File: src/rtl/video_timing_pattern_gen.sv
// Video timing and test-pattern source: counts pixels/lines for a configurable
// raster, produces VDE and {vsync, hsync}, and paints one of four RGB patterns.
// Every output is registered from the counter state, so all of them arrive one
// pixclk after the counters and stay aligned with one another.
module video_timing_pattern_gen #(
  parameter int H_ACTIVE    = 640,
  parameter int H_FP        = 16,
  parameter int H_SYNC      = 96,
  parameter int H_BP        = 48,
  parameter int V_ACTIVE    = 480,
  parameter int V_FP        = 10,
  parameter int V_SYNC      = 2,
  parameter int V_BP        = 33,
  parameter bit HS_POL      = 1'b0,
  parameter bit VS_POL      = 1'b0,
  parameter int CHECK_SHIFT = 5,
  parameter int X_W         = 12,
  parameter int Y_W         = 11
) (
  input  logic           pixclk,
  input  logic           rst_n,
  input  logic           enable,
  input  logic [1:0]     mode,
  input  logic [23:0]    solid_rgb,
  output logic           VDE,
  output logic [1:0]     CD,
  output logic [7:0]     R_data,
  output logic [7:0]     G_data,
  output logic [7:0]     B_data,
  output logic [X_W-1:0] x,
  output logic [Y_W-1:0] y,
  output logic           frame_start,
  output logic           line_start
);

  localparam int H_TOTAL = H_ACTIVE + H_FP + H_SYNC + H_BP;
  localparam int V_TOTAL = V_ACTIVE + V_FP + V_SYNC + V_BP;
  localparam int BAR_W   = H_ACTIVE / 8;

  localparam logic [X_W-1:0] H_LAST   = X_W'(H_TOTAL - 1);
  localparam logic [X_W-1:0] H_ACT_X  = X_W'(H_ACTIVE);
  localparam logic [X_W-1:0] HS_START = X_W'(H_ACTIVE + H_FP);
  localparam logic [X_W-1:0] HS_END   = X_W'(H_ACTIVE + H_FP + H_SYNC);
  localparam logic [X_W-1:0] BAR_LAST = X_W'(BAR_W - 1);
  localparam logic [Y_W-1:0] V_LAST   = Y_W'(V_TOTAL - 1);
  localparam logic [Y_W-1:0] V_ACT_Y  = Y_W'(V_ACTIVE);
  localparam logic [Y_W-1:0] VS_START = Y_W'(V_ACTIVE + V_FP);
  localparam logic [Y_W-1:0] VS_END   = Y_W'(V_ACTIVE + V_FP + V_SYNC);

  typedef enum logic {ST_IDLE, ST_RUN} state_t;

  state_t         state_q, state_d;
  logic [X_W-1:0] h_cnt_q, h_cnt_d;
  logic [Y_W-1:0] v_cnt_q, v_cnt_d;
  logic [2:0]     bar_idx_q, bar_idx_d;
  logic [X_W-1:0] bar_pix_q, bar_pix_d;
  logic [1:0]     mode_sh_q, mode_sh_d;
  logic [23:0]    rgb_sh_q, rgb_sh_d;

  logic           vde_q, vde_d;
  logic [1:0]     cd_q, cd_d;
  logic [7:0]     r_q, r_d, g_q, g_d, b_q, b_d;
  logic [X_W-1:0] x_q, x_d;
  logic [Y_W-1:0] y_q, y_d;
  logic           fs_q, fs_d, ls_q, ls_d;

  logic           active, hs_on, vs_on;
  logic [2:0]     bar_col;
  logic [7:0]     grad_b;

  // Sequencer: FSM, raster counters, bar tracker and per-frame shadow latch.
  always_comb begin
    state_d   = state_q;
    h_cnt_d   = h_cnt_q;
    v_cnt_d   = v_cnt_q;
    bar_idx_d = bar_idx_q;
    bar_pix_d = bar_pix_q;
    mode_sh_d = mode_sh_q;
    rgb_sh_d  = rgb_sh_q;
    unique case (state_q)
      ST_IDLE: begin
        h_cnt_d   = '0;
        v_cnt_d   = '0;
        bar_idx_d = '0;
        bar_pix_d = '0;
        if (enable) state_d = ST_RUN;
      end
      ST_RUN: begin
        if (h_cnt_q == H_LAST) begin
          h_cnt_d   = '0;
          bar_idx_d = '0;
          bar_pix_d = '0;
          if (v_cnt_q == V_LAST) begin
            v_cnt_d = '0;
            if (!enable) state_d = ST_IDLE;
          end else begin
            v_cnt_d = v_cnt_q + 1'b1;
          end
        end else begin
          h_cnt_d = h_cnt_q + 1'b1;
          // Bar index follows x without a divider; bar 7 absorbs the remainder.
          if (bar_idx_q != 3'd7) begin
            if (bar_pix_q == BAR_LAST) begin
              bar_idx_d = bar_idx_q + 1'b1;
              bar_pix_d = '0;
            end else begin
              bar_pix_d = bar_pix_q + 1'b1;
            end
          end
        end
      end
      default: state_d = ST_IDLE;
    endcase
    // Shadows load as the counters step onto (0,0) so that pixel already sees them.
    if (state_d == ST_RUN && h_cnt_d == '0 && v_cnt_d == '0) begin
      mode_sh_d = mode;
      rgb_sh_d  = solid_rgb;
    end
  end

  // Output stage: timing flags and pattern colour for the current counter position.
  always_comb begin
    active  = 1'b0;
    hs_on   = 1'b0;
    vs_on   = 1'b0;
    bar_col = 3'd7 - bar_idx_q;
    grad_b  = h_cnt_q[7:0] + v_cnt_q[7:0];
    vde_d   = 1'b0;
    cd_d    = {~VS_POL, ~HS_POL};
    r_d     = '0;
    g_d     = '0;
    b_d     = '0;
    x_d     = h_cnt_q;
    y_d     = v_cnt_q;
    fs_d    = 1'b0;
    ls_d    = 1'b0;
    if (state_q == ST_RUN) begin
      active = (h_cnt_q < H_ACT_X) && (v_cnt_q < V_ACT_Y);
      hs_on  = (h_cnt_q >= HS_START) && (h_cnt_q < HS_END);
      vs_on  = (v_cnt_q >= VS_START) && (v_cnt_q < VS_END);
      cd_d   = {vs_on ? VS_POL : ~VS_POL, hs_on ? HS_POL : ~HS_POL};
      ls_d   = (h_cnt_q == '0);
      fs_d   = (h_cnt_q == '0) && (v_cnt_q == '0);
      if (active) begin
        vde_d = 1'b1;
        unique case (mode_sh_q)
          2'd0: begin
            r_d = rgb_sh_q[23:16];
            g_d = rgb_sh_q[15:8];
            b_d = rgb_sh_q[7:0];
          end
          2'd1: begin
            r_d = {8{bar_col[1]}};
            g_d = {8{bar_col[2]}};
            b_d = {8{bar_col[0]}};
          end
          2'd2: begin
            r_d = {8{h_cnt_q[CHECK_SHIFT] ^ v_cnt_q[CHECK_SHIFT]}};
            g_d = r_d;
            b_d = r_d;
          end
          default: begin
            r_d = h_cnt_q[7:0];
            g_d = v_cnt_q[7:0];
            b_d = grad_b;
          end
        endcase
      end
    end
  end

  // State and output registers with asynchronous active-low reset.
  always_ff @(posedge pixclk or negedge rst_n) begin
    if (!rst_n) begin
      state_q   <= ST_IDLE;
      h_cnt_q   <= '0;
      v_cnt_q   <= '0;
      bar_idx_q <= '0;
      bar_pix_q <= '0;
      mode_sh_q <= '0;
      rgb_sh_q  <= '0;
      vde_q     <= 1'b0;
      cd_q      <= {~VS_POL, ~HS_POL};
      r_q       <= '0;
      g_q       <= '0;
      b_q       <= '0;
      x_q       <= '0;
      y_q       <= '0;
      fs_q      <= 1'b0;
      ls_q      <= 1'b0;
    end else begin
      state_q   <= state_d;
      h_cnt_q   <= h_cnt_d;
      v_cnt_q   <= v_cnt_d;
      bar_idx_q <= bar_idx_d;
      bar_pix_q <= bar_pix_d;
      mode_sh_q <= mode_sh_d;
      rgb_sh_q  <= rgb_sh_d;
      vde_q     <= vde_d;
      cd_q      <= cd_d;
      r_q       <= r_d;
      g_q       <= g_d;
      b_q       <= b_d;
      x_q       <= x_d;
      y_q       <= y_d;
      fs_q      <= fs_d;
      ls_q      <= ls_d;
    end
  end

  assign VDE         = vde_q;
  assign CD          = cd_q;
  assign R_data      = r_q;
  assign G_data      = g_q;
  assign B_data      = b_q;
  assign x           = x_q;
  assign y           = y_q;
  assign frame_start = fs_q;
  assign line_start  = ls_q;

endmodule
File: config.mk
export PLATFORM = sky130hd
export DESIGN_NAME = video_timing_pattern_gen
export DESIGN_NICKNAME = d
export VERILOG_FILES = /design/src/rtl/video_timing_pattern_gen.sv
export SDC_FILE = /design/constraint.sdc
export NUM_CORES = 1
export LEC_CHECK = 0
export CAP_MARGIN = 15
export CORE_ASPECT_RATIO = 0.8
export CORE_UTILIZATION = 35
export DETAILED_ROUTE_END_ITERATION = 16
export GPL_TIMING_DRIVEN = 0
export SYNTH_ARGS = -nofsm -noshare
export SYNTH_HDL_FRONTEND = slang
export SYNTH_SLANG_ARGS = --single-unit
File: constraint.sdc
create_clock -name pixclk -period 3.28 [get_ports pixclk]
set_clock_uncertainty 0.1 [all_clocks]
set_input_delay 0.984 -clock pixclk [delete_from_list [all_inputs] [get_ports pixclk]]
set_output_delay 0.984 -clock pixclk [all_outputs]
set_load 0.01 [all_outputs]
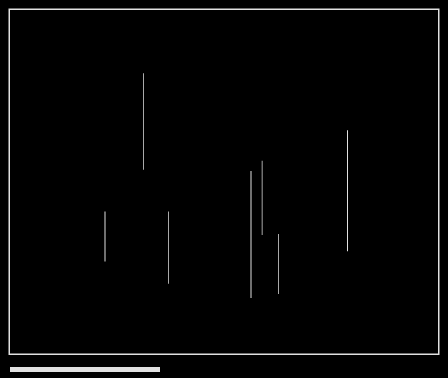
run_1/met4.png
Scale bar: 50 um.
longest straight run	42.2 um
nets with wire on the layer	4
main direction	vertical
Via Count: 4359
total detailed-routing wirelength: 14.36 mm

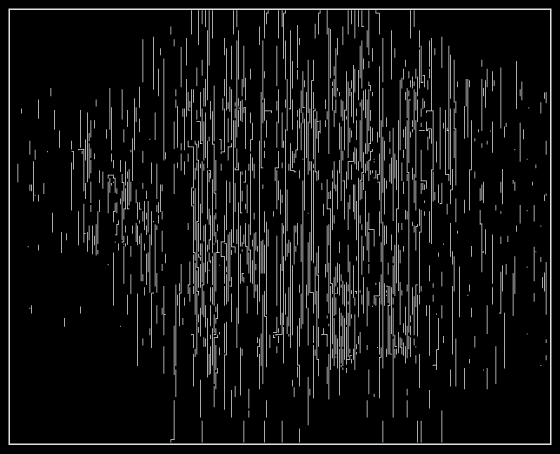
run_1/met2.png
wire length on this layer	6320 um
main direction	vertical
nets with wire on the layer	575
GR Layer Usage met2: 0.2803

==> COMMIT_EDITMSG, run 1 <==
Record implementation results from latest flow run

- Outcome: complete, but fails checks
- Violated checks: negative setup slack
* Share of async-settable or async-resettable flops after synthesis: 1.000
* Share of the final layout cell area in sequential cells: 0.3874
* Setup-failing EPs final: 26
- Entering global routing, the biggest net connects 69 pins.
- The largest register by flop count is rgb_sh_q.
- Instance count of the mapped netlist: 525
* Multi-input logic cell count: 361
- In this run, the synthesized area fraction spent on AND-OR/OR-AND gates is recorded as 0.1159.
- The congestion estimate from routability-driven global placement came to 0.8227.
- Summing over the stages, the warning tally comes to 31.
- Origin of the worst setup path: h_cnt_q[6]$_DFF_PN0_
* Overall Global Routing Usage: 0.1862
- The HPWL after detailed placement is 9.848 mm.
- Dominant cells by area after synthesis: sky130_fd_sc_hd__dfrtp_1 52%, sky130_fd_sc_hd__mux2_4 5.4%, sky130_fd_sc_hd__nor2_1 4.7%
* Non-clock inverters: 13
- Data on the critical path arrives at its endpoint at 3730 ps.
* Synthesized flop and latch total: 117
- Destination of the critical timing path: mode_sh_q[0]$_DFFE_PN0P_
- Post-CTS repair changed the size of 17 cells.
* Vias per Instance: 5.039
* Final worst slack: -251.0 ps
- Cell count listed in synth_stat.txt: 525
- The final layout report lists a filler cell count of 1397.
- In this run, distinct cell masters in the synthesized netlist total 53.
- Worst-case vdd ir drop: 359.6 uV
- The longest clock path from root to sink contains 2 buffers.
- sky130_fd_sc_hd__dfrtp_1 is the most common cell in the netlist.
- Ant. Diodes: 0
- Walking the critical path from launch to capture passes 12 cell instances.
- The finished cells cover 7580 um^2.
- In this run the worst path has a maximum fanout of 7.
* I/O pin count: 81
- Per the final layout report, the fraction of cells sized above drive strength 1 comes to 0.1710.
- Hold Violations, Final: 0
- Per the synthesis report, the adder-cell share of the synthesized area is 0.03510.
- Overall overflow remaining after global route: 0
- The OpenROAD report gives the critical path a required time of 3480 ps.
- Proportion of synthesized area in mux cells: 0.07178
* Worst-case reg-to-reg path depth: 12
* Library cell occupying the most area in the post-synthesis netlist: sky130_fd_sc_hd__dfrtp_1
* Register-to-Register Setup Slack: -250 ps
- The finished layout holds 865 standard cells, fillers aside.
- In the hold timing report, the worst path depth is 0.
- Simple-gate area share of the yosys netlist: 0.1584
- Register area: 2937 um^2
- The commonest register cell is sky130_fd_sc_hd__dfrtp_1.
* PnR Total Power: 3.663 mW
- The worst hold path belongs to the class register to register.
- The count of buffers added on input and output ports is 80.
- The detail route stage leaves a number of antenna-violating nets equal to 0.
- The flow measured a signed area growth from synthesis to layout of 36.32%.
- The routed design could run at a clock period as short as 3531 ps.
- Most used standard cells in the synthesized netlist: 115 x sky130_fd_sc_hd__dfrtp_1, 69 x sky130_fd_sc_hd__nor2_1, 40 x sky130_fd_sc_hd__a21oi_1, 35 x sky130_fd_sc_hd__o21ai_0, 27 x sky130_fd_sc_hd__nand3_1
- The launch point of the worst min-delay path is recorded as v_cnt_q[7]$_DFF_PN0_.
* Clock Latency Late Sink: 420 ps
- Longest individual stage delay on the worst path: 570 ps
- After synthesis, the chip area reported by Yosys is 5560 um^2.
- Cell area after synthesis: 5560 um^2
* Chip Height: 114.7 um
- Cts bufs inserted: 17
- In this run, the number of DRC markers left after iteration 0 of detailed routing was 392.
* Setup repair after global routing missed its margin: yes
* Met1 global-route usage: 0.2613
* GR peak layer: met2
- The fraction of final cell area spent on clock buffers and inverters in this run is 0.08072.
- Inserted tap cell count: 210
* Non-clock buffer count: 134
* Endpoint kind of the worst setup timing path: register
* Horizontal die dimension: 142.9 um
- The startpoint identified for the worst register-to-register timing path is h_cnt_q[6]$_DFF_PN0_.
- For this run, the top clock speed supported by timing is 283.2 MHz.
* Pre-antenna DRT Iters: 5
- Pwr dens: 483.3 nW/um^2
- Worst Hold End: y[7]$_DFF_PN0_
- Static leakage power: 3.320 nW
- Instance area after placement: 6671 um^2
- Dominant class by area: registers
- By startpoint and endpoint, the worst setup path is classified as register to register.
- Clock-pin slew was measured on the worst setup and hold paths at 50 ps.
- The number of antenna violations at the first check in global routing is 0.
* Via count of the first global-routing pass: 4295
- The number of hold buffers added after CTS was 0.
* CTS tree: done
* Post-synthesis xor/xnor area fraction: 0.05356
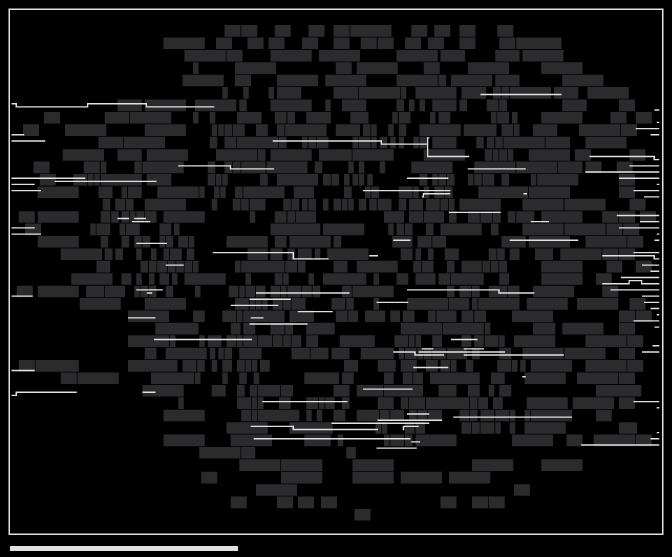
run_1/met3.png
Scale bar: 50 um.
wire length on this layer	909 um
nets with wire on the layer	81
main direction	horizontal
share of all routed wire	6.3%
longest straight run	34.0 um
global routing met3 resource utilization: 0.04332

run 1: where the power goes:
group | switching [mW] | internal [mW] | leakage (nW)
combinational | 0.109 | 0.117 | 1.58
clock | 0.641 | 1.29 | 0.298
sequential | 0.0173 | 1.48 | 1.44
run 1: metal layers:
metal  up-vias  wire, um
met3        19       909
li1       2066         -
met2       141      6316
met1      2133      6937
met5         -         0
met4         0       198
run 1: layout by cell type (no fill, tap or decap), drive strengths merged, types with 3 or more instances in the layout:
master         count
xor2              16
ha                14
and3              13
a211oi             3
nor2              69
nor2b              3
nand4              8
o21ai             37
bufinv             4
a21oi             40
a31oi              5
inv               12
nor3               8
clkdlybuf4s50     79
nand2             21
xnor2             18
o21a              12
clkinv             5
mux2              27
clkbuf            42
nand3             27
nor4b              3
and2               6
o31ai              3
dfrtp            115
buf               33
nor4               5
==> run 2: changes to the inputs <==
CTS_CLUSTER_SIZE = 40   (was not set)
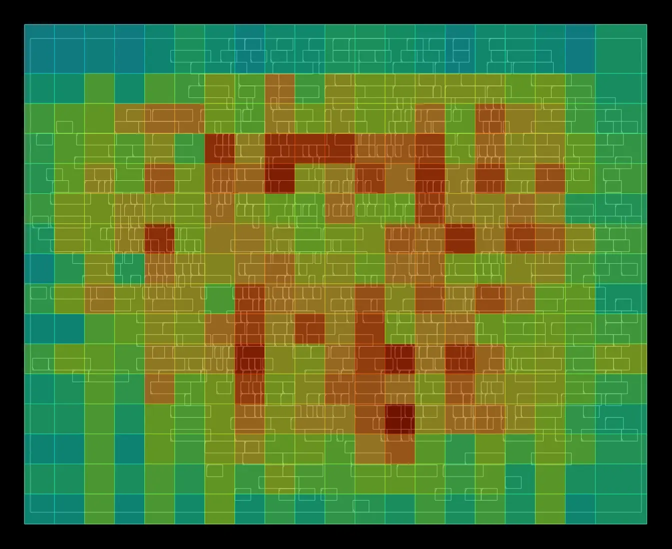
run_2/final_congestion.png
met1 global-route usage: 0.2613
GR peak layer: met2
Overall Global Routing Usage: 0.1862
DR WL/cell: 16.60 um

==> COMMIT_EDITMSG, run 2 <==
Record implementation results from latest flow run

* Outcome: complete, but fails checks
* Violated checks: negative setup slack
- The count of vias placed by the detailed router was 4359 (unchanged).
- Share of async-settable or async-resettable flops after synthesis: 1.000 (unchanged)
- Chip Height: 114.7 um (unchanged)
- TritonCTS built the clock tree.
* Clock-pin slew on the worst setup and hold paths: 50 ps (about the same)
- Top sig layer: met4
- And-or/or-and share of the synthesized area: 0.1159 (unchanged)
* Instance count of the mapped netlist: 525 (unchanged)
* Cell internal pwr: 2.896 mW (unchanged)
* Wire length of the first global-routing pass: 22.92 mm
- The violation tally from detailed-route iteration zero was 392 (unchanged).
- Total detailed-routing wirelength: 14.36 mm (unchanged)
- Among all flip-flop cells after synthesis, the most frequent one is sky130_fd_sc_hd__dfrtp_1.
* Highest Clock Rate: 283.2 MHz (unchanged)
- Fraction of layout cells with a size suffix above 1: 0.1710 (unchanged)
- The path class of the tightest hold or removal check is register to register.
* Met2 routed wirelength: 6.316 mm (unchanged)
- The biggest cell delay along the critical path was 570 ps (about the same).
* Instance count along the most critical hold path: 0 (unchanged)
- Post-synthesis xor/xnor area fraction: 0.05356 (unchanged)
- Instance area after placement: 6671 um^2 (unchanged)
- The number of standard cells reported by yosys came to 525 (unchanged).
- Post-route design area: 7580 um^2 (unchanged)
- Looking at hold timing, the worst path starts from v_cnt_q[7]$_DFF_PN0_.
- The worst endpoint required time is 3480 ps (about the same).
- Crit path DAT: 3730 ps (about the same)
* Layout area overhead: 36.32% (unchanged)
- Placer's final routability congestion estimate: 0.8227 (unchanged)
- Post-layout minimum cycle time: 3531 ps (unchanged)
* RR Endpoint: mode_sh_q[0]$_DFFE_PN0P_
- Site row count: 40
- The total combinational power is 0.226 mW (about the same).
- The warning total across the stage logs is 31 (unchanged).
- Synthesized flop and latch total: 117 (unchanged)
- WL met3: 909 um (unchanged)
- For reference, the top cells by count after synthesis are 115 x sky130_fd_sc_hd__dfrtp_1, 69 x sky130_fd_sc_hd__nor2_1, 40 x sky130_fd_sc_hd__a21oi_1, 35 x sky130_fd_sc_hd__o21ai_0, 27 x sky130_fd_sc_hd__nand3_1.
- The combinational cell fraction of total power came to 0.062 (about the same).
- The final number of hold-violating endpoints came to 0 (unchanged).
* Number of antenna violations at the first check in global routing: 0 (unchanged)
- The maximum fanout along the worst path came to 7 (unchanged).
- Clock group total power: 1.94 mW (about the same)
* Longest Clk Path Bufs: 2 (unchanged)
- Cts hold-fix bufs: 0 (unchanged)
- The synthesis report lists the most area-consuming cells as sky130_fd_sc_hd__dfrtp_1 52%, sky130_fd_sc_hd__mux2_4 5.4%, sky130_fd_sc_hd__nor2_1 4.7%.
- The number of buffers created by CTS is 17 (unchanged).
* Worst-case reg-to-reg path depth: 12 (unchanged)
- The total half-perimeter wirelength after legalization and detailed placement is 9.848 mm (unchanged).
- The number of optimization iterations in the first detailed-route pass is 5 (unchanged).
- Destination of the critical timing path: mode_sh_q[0]$_DFFE_PN0P_
* Net switching share of the total power: 0.2094 (unchanged)
* Worst-case vdd ir drop: 359.6 uV (unchanged)
* Reported net switching power: 0.7671 mW (unchanged)
- Sequential Power: 1.50 mW (about the same)
- The quantity of gates resized following cts was 17 (unchanged).
- The post-route non-filler standard cell count was 865 (unchanged).
- The power density relative to cell area came to 483.3 nW/um^2 (unchanged).
- Port buffer count: 80 (unchanged)
- The most common logic cells in the final layout are 110 x sky130_fd_sc_hd__dfrtp_1, 79 x sky130_fd_sc_hd__clkdlybuf4s50_1, 69 x sky130_fd_sc_hd__nor2_1.
- Antenna violation net count after detailed routing: 0 (unchanged)
- GR Layer Usage met2: 0.2803 (unchanged)
* Sum of routed wire segments on met1: 6.937 mm (unchanged)
* Final worst slack: -251.0 ps (unchanged)
* Via count of the first global-routing pass: 4295 (unchanged)
* Ant. Diodes: 0 (unchanged)
- Origin of the worst setup path: h_cnt_q[6]$_DFF_PN0_
* Register name with the most flops: rgb_sh_q
- The cell area after technology mapping came to 5560 um^2 (unchanged).
- Global routing met3 resource utilization: 0.04332 (unchanged)
* Chip area estimate from yosys synthesis: 5560 um^2 (unchanged)
- The horizontal die size is 142.9 um (unchanged).
- STA lists the startpoint of the worst register-to-register path as h_cnt_q[6]$_DFF_PN0_.
- The average vias per placed instance came to 5.039 (unchanged).
* Unique masters post-synth: 53 (unchanged)
- The largest net degree at the start of global routing is 69 (unchanged).
- Proportion of synthesized area in mux cells: 0.07178 (unchanged)
* Leading power group: clock
- Setup CP Type: register to register
- The leakage power figure came to 3.320 nW (unchanged).
* Setup-failing EPs final: 26 (unchanged)
* Endpoint kind of the worst setup timing path: register
- The tree is rooted in a sky130_fd_sc_hd__clkbuf_16.
- The overall power was 3.663 mW (unchanged).
* Register-to-Register Setup Slack: -250 ps (about the same)
- Slew Limit Fails: 0
- Hold analysis lists the worst path endpoint as y[7]$_DFF_PN0_.
- The top-level I/O count came to 81 (unchanged).
- Clock Latency Late Sink: 420 ps (about the same)
- Setup repair after global routing missed its margin: yes
- Most common cell after layout, fill and taps aside: sky130_fd_sc_hd__dfrtp_1
* Simple-gate area share of the yosys netlist: 0.1584 (unchanged)
- Among all cell types in the netlist, the one instantiated most often is sky130_fd_sc_hd__dfrtp_1.
- The area fraction in full adders, half adders and majority gates was 0.03510 (unchanged).
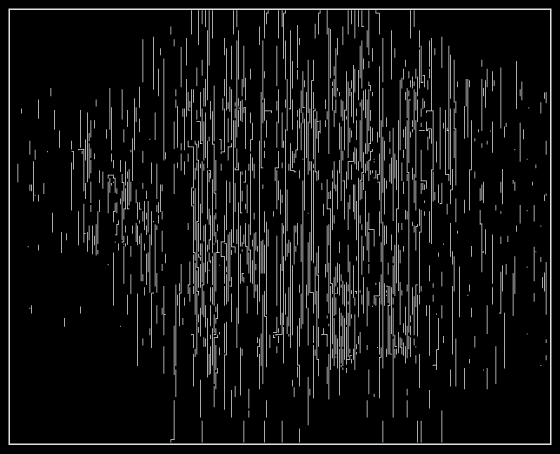
run_2/met2.png
longest straight run	42.5 um
nets with wire on the layer	575

==> run 2: per-stage QoR <==
step | setup TNS, ps | setup WS, ps | utilization | hold WS [ps]
3_3_place_gp | -398590 | -3675 | 0.4352 | 265.6
4_1_cts | -5039 | -223.0 | 0.4895 | 299.2
2_1_floorplan | -3729 | -172.9 | - | 251.9
5_1_grt | -8469 | -353.0 | 0.4966 | 312.2
3_5_place_dp | -21610 | -872.6 | 0.4370 | 265.5
6_report | -5624 | -251.0 | 0.4966 | 299.4
==> run 2: layout make-up <==
class / count / area (um^2)
Buffer: 27 / 145.1
Multi-Input combinational cell: 361 / 2489
Inverter: 13 / 48.80
Sequential cell: 117 / 2937
Tap cell: 210 / 262.8
Timing Repair Buffer: 107 / 1086
Clock inverter: 10 / 155.1
Clock buffer: 20 / 456.7
Fill cell: 1397 / 7685
No activity file was given, so power comes from the tool's default toggle rates.
